==> config.mk <==
export PLATFORM = sky130hd
export DESIGN_NAME = tx_frame_ctrl
export DESIGN_NICKNAME = d
export VERILOG_FILES = /design/src/rtl/tx_frame_ctrl.sv
export SDC_FILE = /design/constraint.sdc
export NUM_CORES = 1
export LEC_CHECK = 0
export CAP_MARGIN = 40
export CORE_MARGIN = 1.5
export CORE_UTILIZATION = 24
export CTS_CLUSTER_SIZE = 30
export DETAILED_ROUTE_END_ITERATION = 8
export GPL_ROUTABILITY_DRIVEN = 0
export PLACE_DENSITY = 0.44
export SKIP_LAST_GASP = 1
export SLEW_MARGIN = 30
export SYNTH_ARGS = -nofsm -noshare
export SYNTH_HDL_FRONTEND = slang
export SYNTH_SLANG_ARGS = --single-unit
==> constraint.sdc <==
create_clock -name clk -period 2.7 [get_ports clk]
set_input_delay 0.54 -clock clk [delete_from_list [all_inputs] [get_ports clk]]
set_output_delay 0.54 -clock clk [all_outputs]
set_load 0.05 [all_outputs]
==> src/rtl/tx_frame_ctrl.sv <==
// 802.11a PPDU bit sequencer: SIGNAL, SERVICE, DATA pass-through, TAIL and PAD
// fields emitted as one tagged bitstream toward the scrambler/encoder.
`timescale 1ns/1ps
module tx_frame_ctrl (
  input  logic        clk,
  input  logic        reset,
  input  logic        start,
  input  logic [3:0]  rate,
  input  logic [11:0] length,
  input  logic        data_in,
  input  logic        istream_val,
  output logic        istream_rdy,
  output logic        tx_bit,
  output logic        tx_val,
  input  logic        tx_rdy,
  output logic [2:0]  tx_field,
  output logic        tx_sym_last,
  output logic        busy,
  output logic        done,
  output logic        err
);

  localparam logic [2:0] S_IDLE    = 3'd0;
  localparam logic [2:0] S_SIGNAL  = 3'd1;
  localparam logic [2:0] S_SERVICE = 3'd2;
  localparam logic [2:0] S_DATA    = 3'd3;
  localparam logic [2:0] S_TAIL    = 3'd4;
  localparam logic [2:0] S_PAD     = 3'd5;
  localparam logic [2:0] S_DONE    = 3'd6;

  localparam logic [2:0] F_SIGNAL  = 3'd0;
  localparam logic [2:0] F_SERVICE = 3'd1;
  localparam logic [2:0] F_DATA    = 3'd2;
  localparam logic [2:0] F_TAIL    = 3'd3;
  localparam logic [2:0] F_PAD     = 3'd4;
  localparam logic [2:0] F_IDLE    = 3'd7;

  logic [2:0]  state_q, state_d;
  logic [3:0]  rate_q, rate_d;
  logic [11:0] length_q, length_d;
  logic [7:0]  ndbps_q, ndbps_d;
  logic [14:0] bit_cnt_q, bit_cnt_d;
  logic [7:0]  sbc_q, sbc_d;
  logic        err_q, err_d;

  logic [7:0]  ndbps_lut;
  logic        rate_ok;
  logic [7:0]  ndbps_last;
  logic [14:0] data_last_idx;
  logic        sym_end;
  logic        xfer;
  logic        sig_parity;
  logic [4:0]  sig_idx;
  logic [3:0]  len_idx;
  logic        sig_bit;
  logic [7:0]  sbc_inc;

  always_comb begin
    ndbps_lut = 8'd0;
    case (rate)
      4'b1101: ndbps_lut = 8'd24;
      4'b1111: ndbps_lut = 8'd36;
      4'b0101: ndbps_lut = 8'd48;
      4'b0111: ndbps_lut = 8'd72;
      4'b1001: ndbps_lut = 8'd96;
      4'b1011: ndbps_lut = 8'd144;
      4'b0001: ndbps_lut = 8'd192;
      4'b0011: ndbps_lut = 8'd216;
      default: ndbps_lut = 8'd0;
    endcase
  end

  assign rate_ok       = (ndbps_lut != 8'd0);
  assign ndbps_last    = ndbps_q - 8'd1;
  assign data_last_idx = {length_q, 3'b000} - 15'd1;
  assign sym_end       = (sbc_q == ndbps_last);
  assign sbc_inc       = sym_end ? 8'd0 : sbc_q + 8'd1;
  assign sig_parity    = ^{rate_q, length_q};

  // SIGNAL layout: R1..R4, reserved, LENGTH LSB first, parity, six tail zeros.
  assign sig_idx = bit_cnt_q[4:0];
  assign len_idx = sig_idx[3:0] - 4'd5;

  always_comb begin
    sig_bit = 1'b0;
    if (sig_idx < 5'd4) begin
      sig_bit = rate_q[2'd3 - sig_idx[1:0]];
    end else if (sig_idx >= 5'd5 && sig_idx <= 5'd16) begin
      sig_bit = length_q[len_idx];
    end else if (sig_idx == 5'd17) begin
      sig_bit = sig_parity;
    end
  end

  always_comb begin
    istream_rdy = 1'b0;
    tx_bit      = 1'b0;
    tx_val      = 1'b0;
    tx_field    = F_IDLE;
    tx_sym_last = 1'b0;
    case (state_q)
      S_SIGNAL: begin
        tx_val      = 1'b1;
        tx_bit      = sig_bit;
        tx_field    = F_SIGNAL;
        tx_sym_last = (bit_cnt_q == 15'd23);
      end
      S_SERVICE: begin
        tx_val      = 1'b1;
        tx_field    = F_SERVICE;
        tx_sym_last = sym_end;
      end
      S_DATA: begin
        istream_rdy = tx_rdy;
        tx_val      = istream_val;
        tx_bit      = data_in;
        tx_field    = F_DATA;
        tx_sym_last = sym_end;
      end
      S_TAIL: begin
        tx_val      = 1'b1;
        tx_field    = F_TAIL;
        tx_sym_last = sym_end;
      end
      S_PAD: begin
        tx_val      = 1'b1;
        tx_field    = F_PAD;
        tx_sym_last = sym_end;
      end
      default: ;
    endcase
  end

  assign xfer = tx_val && tx_rdy;

  always_comb begin
    state_d   = state_q;
    rate_d    = rate_q;
    length_d  = length_q;
    ndbps_d   = ndbps_q;
    bit_cnt_d = bit_cnt_q;
    sbc_d     = sbc_q;
    err_d     = 1'b0;
    case (state_q)
      S_IDLE: begin
        if (start) begin
          if (rate_ok && (length != 12'd0)) begin
            rate_d    = rate;
            length_d  = length;
            ndbps_d   = ndbps_lut;
            bit_cnt_d = 15'd0;
            sbc_d     = 8'd0;
            state_d   = S_SIGNAL;
          end else begin
            err_d = 1'b1;
          end
        end
      end
      S_SIGNAL: begin
        if (xfer) begin
          if (bit_cnt_q == 15'd23) begin
            bit_cnt_d = 15'd0;
            sbc_d     = 8'd0;
            state_d   = S_SERVICE;
          end else begin
            bit_cnt_d = bit_cnt_q + 15'd1;
          end
        end
      end
      S_SERVICE: begin
        if (xfer) begin
          sbc_d = sbc_inc;
          if (bit_cnt_q == 15'd15) begin
            bit_cnt_d = 15'd0;
            state_d   = S_DATA;
          end else begin
            bit_cnt_d = bit_cnt_q + 15'd1;
          end
        end
      end
      S_DATA: begin
        if (xfer) begin
          sbc_d = sbc_inc;
          if (bit_cnt_q == data_last_idx) begin
            bit_cnt_d = 15'd0;
            state_d   = S_TAIL;
          end else begin
            bit_cnt_d = bit_cnt_q + 15'd1;
          end
        end
      end
      S_TAIL: begin
        if (xfer) begin
          sbc_d = sbc_inc;
          if (bit_cnt_q == 15'd5) begin
            bit_cnt_d = 15'd0;
            // Tail landing exactly on a symbol boundary leaves nothing to pad.
            state_d   = sym_end ? S_DONE : S_PAD;
          end else begin
            bit_cnt_d = bit_cnt_q + 15'd1;
          end
        end
      end
      S_PAD: begin
        if (xfer) begin
          sbc_d = sbc_inc;
          if (sym_end) begin
            state_d = S_DONE;
          end
        end
      end
      S_DONE: begin
        bit_cnt_d = 15'd0;
        sbc_d     = 8'd0;
        state_d   = S_IDLE;
      end
      default: state_d = S_IDLE;
    endcase
  end

  always_ff @(posedge clk or posedge reset) begin
    if (reset) begin
      state_q   <= S_IDLE;
      rate_q    <= 4'd0;
      length_q  <= 12'd0;
      ndbps_q   <= 8'd0;
      bit_cnt_q <= 15'd0;
      sbc_q     <= 8'd0;
      err_q     <= 1'b0;
    end else begin
      state_q   <= state_d;
      rate_q    <= rate_d;
      length_q  <= length_d;
      ndbps_q   <= ndbps_d;
      bit_cnt_q <= bit_cnt_d;
      sbc_q     <= sbc_d;
      err_q     <= err_d;
    end
  end

  assign busy = (state_q != S_IDLE);
  assign done = (state_q == S_DONE);
  assign err  = err_q;

endmodule

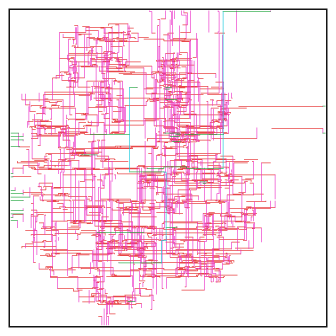
Figure 1: run 1, metal layers overlaid.
[red] M1 | wire length: 4960 µm
[green] M3 | wire length: 227 µm
[cyan] M4 | wire length: 137 µm
[magenta] M2 | wire length: 4640 µm

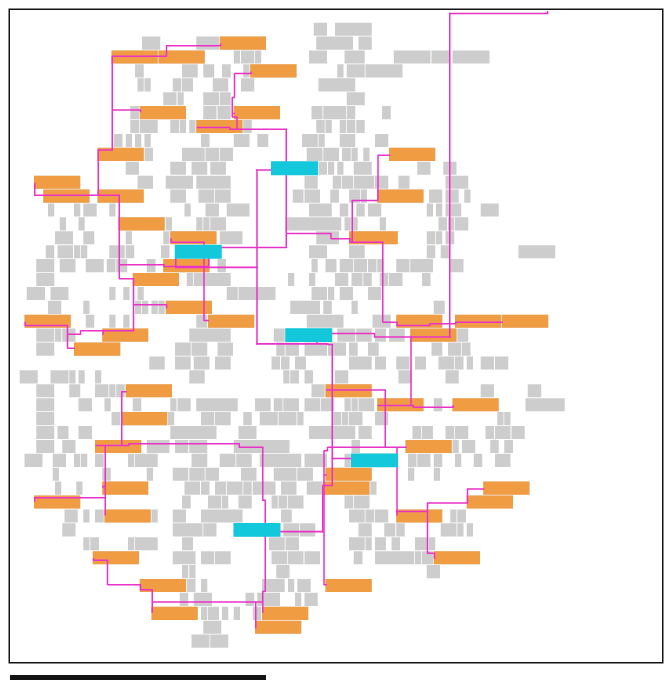
Figure 2: run 1, clock distribution.
Scale bar: 50 µm.
[magenta] clock wires | length: 897 µm
[cyan] clock-net drivers | count: 5
[orange] flip-flops | count: 49
routed clock nets: 6

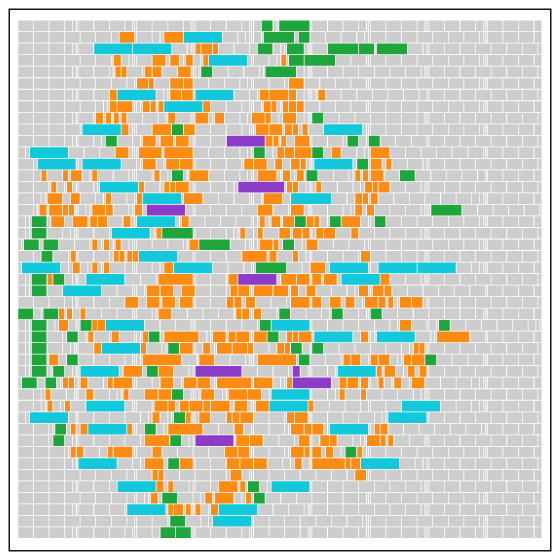
Figure 3: run 1, cells coloured by class.
Fill, decap, tap and diode cells in grey.
[green] remaining buffers and delay cells | cells: 80 | share of their area: 17%
[purple] clock drivers and dummy loads | cells: 8 | share of their area: 4.1%
[cyan] registers | cells: 49 | share of their area: 27%
[orange] remaining logic cells | cells: 358 | share of their area: 52%

run 1: cells by family after synthesis:
group | after synthesis | share of synthesized area [%]
multiplexers | 13 | 4.88
AND-OR/OR-AND | 90 | 16.1
XOR/XNOR | 46 | 10.8
buffers and inverters | 50 | 6.29
adder cells (fa/ha/maj) | 14 | 4.71
flip-flops | 49 | 33.0
AND/OR/NAND/NOR | 171 | 24.3
run 1: state kept, by name, indices dropped and copies added (netlist names):
signal	count
bit_cnt_q	15
err	1
length_q	12
ndbps_q	6
rate_q	4
sbc_q	8
state_q	3
run 1: through the flow:
step	area [µm²]	power [µW]
after global routing	4860	2650
final	4860	2500
after global placement	4580	1620
after detailed placement	4580	1630
after CTS	4820	2520
after floorplan	3730	1390
==> flow_summary.yaml, run 1 <==
# physical design summary
finish:
  seq_area_um2: 1230
  logic_gate_count: 334
  antenna_cells: 0
  lay_top_cells: "nand2_1 (62), dfrtp_1 (48), buf_4 (47)"
  final_common_cell: "nand2_1"
  sh_seq_area_pct: 25.3
  nClkBuffers: 5
  comb_share_pct: 48.0
  clk_share_pct: 3.91
  largest_class: "multi-input combinational cells"
  nNonClkInverters: 24
  fill_cells: 1567
  fin_nets: 530
  drive_gt1_share_pct: 19.4
global_route:
  grt_pass1_wl_mm: 16.4
  grt_max_degree: 33
  met3_usage_pct: 1.93
  grt_pass1_vias: 3230
pwr:
  internal_power_uw: 1730
  power-per-cell-area_nw_per_um2: 515
  p_seq_uw: 938
  ir_worst_vdd_uv: 209
  p_comb_share_pct: 29.2
  powerComb_uw: 732
timing:
  setup_viol: 1
  rsz0062_at_grt: "true"
  whs_ps: 503
  fin_setup_tns_ps: -115
  max-slew-margin-rel_pct: 60.9
  layout_setup_ws_ps: -115
  drv_slew: 0
  max_freq_ghz: 0.355
cts:
  numCtsBuffers: 5
  cts_max_level: 2
  clockBufferDepth: 2
  post-cts-setup-buffers: 1
  cts_hold_buffers: 0
floorplan:
  rows: 45
  io_pins: 32
  n_tap_cell: 188
  core-area_um2: 15100
synth:
  synthesis.area_um2: 3720
  yosys_area_um2: 3720
  top_area_share_pct: 33.0
  synth_seq_share_pct: 33.0
  floorplan.nets: 469
  syn-mean-instance-area_um2: 8.59
  ys_top_cells_by_count: "nand2_1 (62), dfrtp_1 (49), o21ai_0 (33)"
  yosysUniqueCellTypes: 64
  edf_count: 0
  netlist_instances: 433
worst_hold_path:
  hold_end: "ndbps_q[7]"
route:
  vias: 3261
  wl_met3_um: 226
  wl_met1_mm: 4.96
  drtIter0Drc: 128
  drt-total-wl_mm: 9.95
  firstDrtPassIters: 4
  viasPerCell: 4.77
  post_drt_wl_per_cell_um: 14.6
  drc: 0
run_status:
  violations: "setup timing"
  status: "finished with violations"
run:
  tool_warnings: 34
  max_cap_viol_count: 0
critical_path:
  r2r_end: "bit_cnt_q[12]"
  r2r_cells: 13
  worst_ep_arrival_time_ps: 2270
  cp-end-kind: "output port"
  startpoint_type: "register"
  r2r_start: "bit_cnt_q[1]"
  crit_cells: 10
  crit_slowest_cell: "mux4_2"
  crit_fanout: 4
place:
  hpwlAfterDp_mm: 7.49
==> run 2, diff against run 1 <==
Settings changed: CTS_CLUSTER_SIZE 30 to 12, MAX_ROUTING_LAYER set to met4.
==> flow_summary.yaml, run 2 <==
# physical design summary
run_status:
  status: "finished with violations"
  violations: "setup timing"
timing:
  worst_pin_slew_ps: 583
  fin_setup_tns_ps: -113
  max-slew-margin-rel_pct: 60.8
  drv_slew: 0
  whs_ps: 503
  fin_crit_ps: 2810
  period_used_pct: 104
  max_freq_ghz: 0.356
  rsz0062_at_grt: "true"
  layout_setup_ws_ps: -113
  setup_viol: 1
  skew_ps: 8.35
synth:
  ys_async_sr_fraction_pct: 100
  ys_sh_aoi_pct: 16.1
  top_logic_kind: "simple AND/OR/NAND/NOR gates"
  xor_share_pct: 10.8
  floorplan.nets: 469
  yosysTopAreaCell: "dfrtp_1"
  ys_seq_elements: 49
  syn-mean-instance-area_um2: 8.59
  yosysUniqueCellTypes: 64
  synth_top_cell_by_count: "nand2_1"
  yosys_area_um2: 3720
  synthesis.area_um2: 3720
  synth-warning-count: 0
  yosys-top-cells-area: "dfrtp_1 (33%), xnor2_1 (6.6%), nand2_1 (6.3%)"
  edf_count: 0
  top_area_share_pct: 33.0
  simple_gate_share_pct: 24.3
  netlist_instances: 433
  synth_seq_share_pct: 33.0
  synth-adder-area-share_pct: 4.71
  mux_area_share_pct: 4.88
  yosys_cells: 433
  ys_top_cells_by_count: "nand2_1 (62), dfrtp_1 (49), o21ai_0 (33)"
cts:
  numCtsBuffers: 5
  cts-root-buf: "clkbuf_16"
  clockBufferDepth: 2
  cts_tree: "built"
  cts_max_level: 2
  clock.latency.late_pin_ps: 300
  cts_hold_buffers: 0
  cts_sinks: 49
critical_path:
  crit_family: "multiplexers"
  cp_cell_sequence: "inv_2, ha_4, mux4_2, nand2_1, mux2i_1, a21oi_1, o21ai_1, a22oi_2, nor2_2, buf_6"
  cp-end-kind: "output port"
  r2r_cells: 13
  crit_buf_inv: 2
  crit_end: "tx_bit"
  critical_path_required_ps: 2160
  crit_fanout: 4
  r2r_setup_slack_ps: 150
  startpoint_type: "register"
  crit_type: "reg -> out"
  r2r_end: "bit_cnt_q[10]"
  slowest_delay_ps: 500
  worst_ep_arrival_time_ps: 2270
  crit_slowest_cell: "mux4_2"
  r2r_start: "bit_cnt_q[1]"
  crit_cells: 10
route:
  vias: 3258
  firstDrtPassIters: 4
  wl_met2_mm: 4.66
  wl_met1_mm: 4.92
  drtIter0Drc: 137
  drtAntennaViolNets: 0
  drt-total-wl_mm: 9.94
  wl_met3_um: 224
  post_drt_wl_per_cell_um: 14.6
  drc: 0
  viasPerCell: 4.77
global_route:
  met3_usage_pct: 1.88
  grt_max_degree: 33
  grt_pass1_vias: 3235
  use_met2_pct: 20.8
  grt.met1_usage_pct: 17.4
  grt.overflow.total: 0
  grt_pass1_wl_mm: 16.4
finish:
  fin_nets: 530
  area_delta_synth_final_pct: 30.6
  final_common_cell: "nand2_1"
  final_area_um2: 4860
  final_core_util_pct: 32.1
  biggestRegsByFlops: "bit_cnt_q (15), length_q (12), sbc_q (8)"
  top_register: "bit_cnt_q"
  fin_cells: 683
  drive_gt1_share_pct: 19.4
  largest_reg_flops: 15
  antenna_cells: 0
  lay_top_cells: "nand2_1 (62), dfrtp_1 (48), buf_4 (47)"
place:
  place_area_um2: 4580
  hpwlAfterDp_mm: 7.49
  dp.cells: 672
floorplan:
  core-area_um2: 15100
  dieArea_um2: 16300
  io_pins: 32
  rows: 45
pwr:
  leakage_uw: 0.00214
  total_power_uw: 2500
  power-per-cell-area_nw_per_um2: 515
  ir_worst_vdd_uv: 209
worst_hold_path:
  whs_path_depth: 2
  hp-class: "reg -> reg"
  hold_end: "ndbps_q[7]"
run:
  tool_warnings: 34
  max_cap_viol_count: 0
run 2: cell counts after synthesis:
No cell type changed its count.
run 2: final cells by class:
| class | instances | area [µm²] |
|---|---|---|
| inverter | 24 | 90.1 |
| sequential | 49 | 1230 |
| multi-input combinational | 334 | 2330 |
| fill | 1567 | 10300 |
| clock inverter | 3 | 65.1 |
| clock buffer | 5 | 125 |
| tap | 188 | 235 |
| timing repair buffer | 80 | 785 |
run 2: what timing repair did:
item | CTS | global route
pin swaps | 5 | 4
resized | 10 | 5
buffers inserted | 1 | 2
endpoints found under the setup margin | 2 | 9
run 2: power by group:
part	switching, µW	total (µW)	internal (µW)
combinational	335	732	396
clock	305	835	530
sequential	135	937	802
total	776	2500	1730
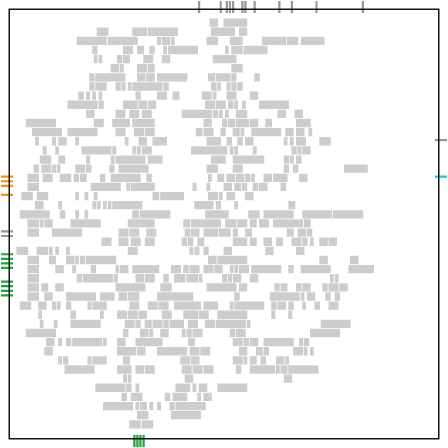
Figure 4: run 2, pin placement.
Pins as bars across the die edge, other pins in grey.
[green] length | pins: 12 | direction: input | edge: 8 left, 4 bottom
[orange] rate | pins: 4 | direction: input | edge: left
[cyan] istream_rdy | pins: 1 | direction: output | edge: right
all pins by edge: 14 left, 12 top, 4 bottom, 2 right
I/O Buffers: 31
die width: 128 µm
Chip Height: 128 µm

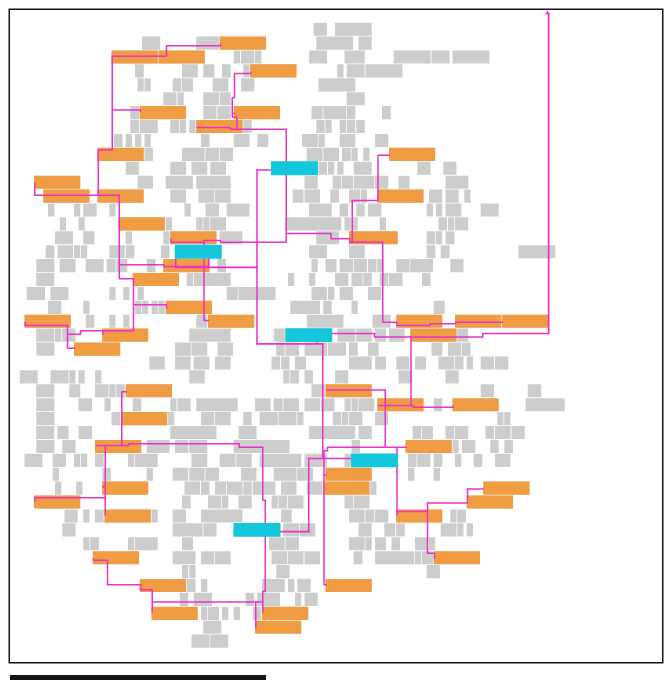
Figure 5: run 2, clock distribution.
Scale bar: 50 µm.
[orange] flip-flops | count: 49
[magenta] clock wires | length: 894 µm
[cyan] clock-net drivers | count: 5
routed clock nets: 6

Power and IR drop assume default switching activity.
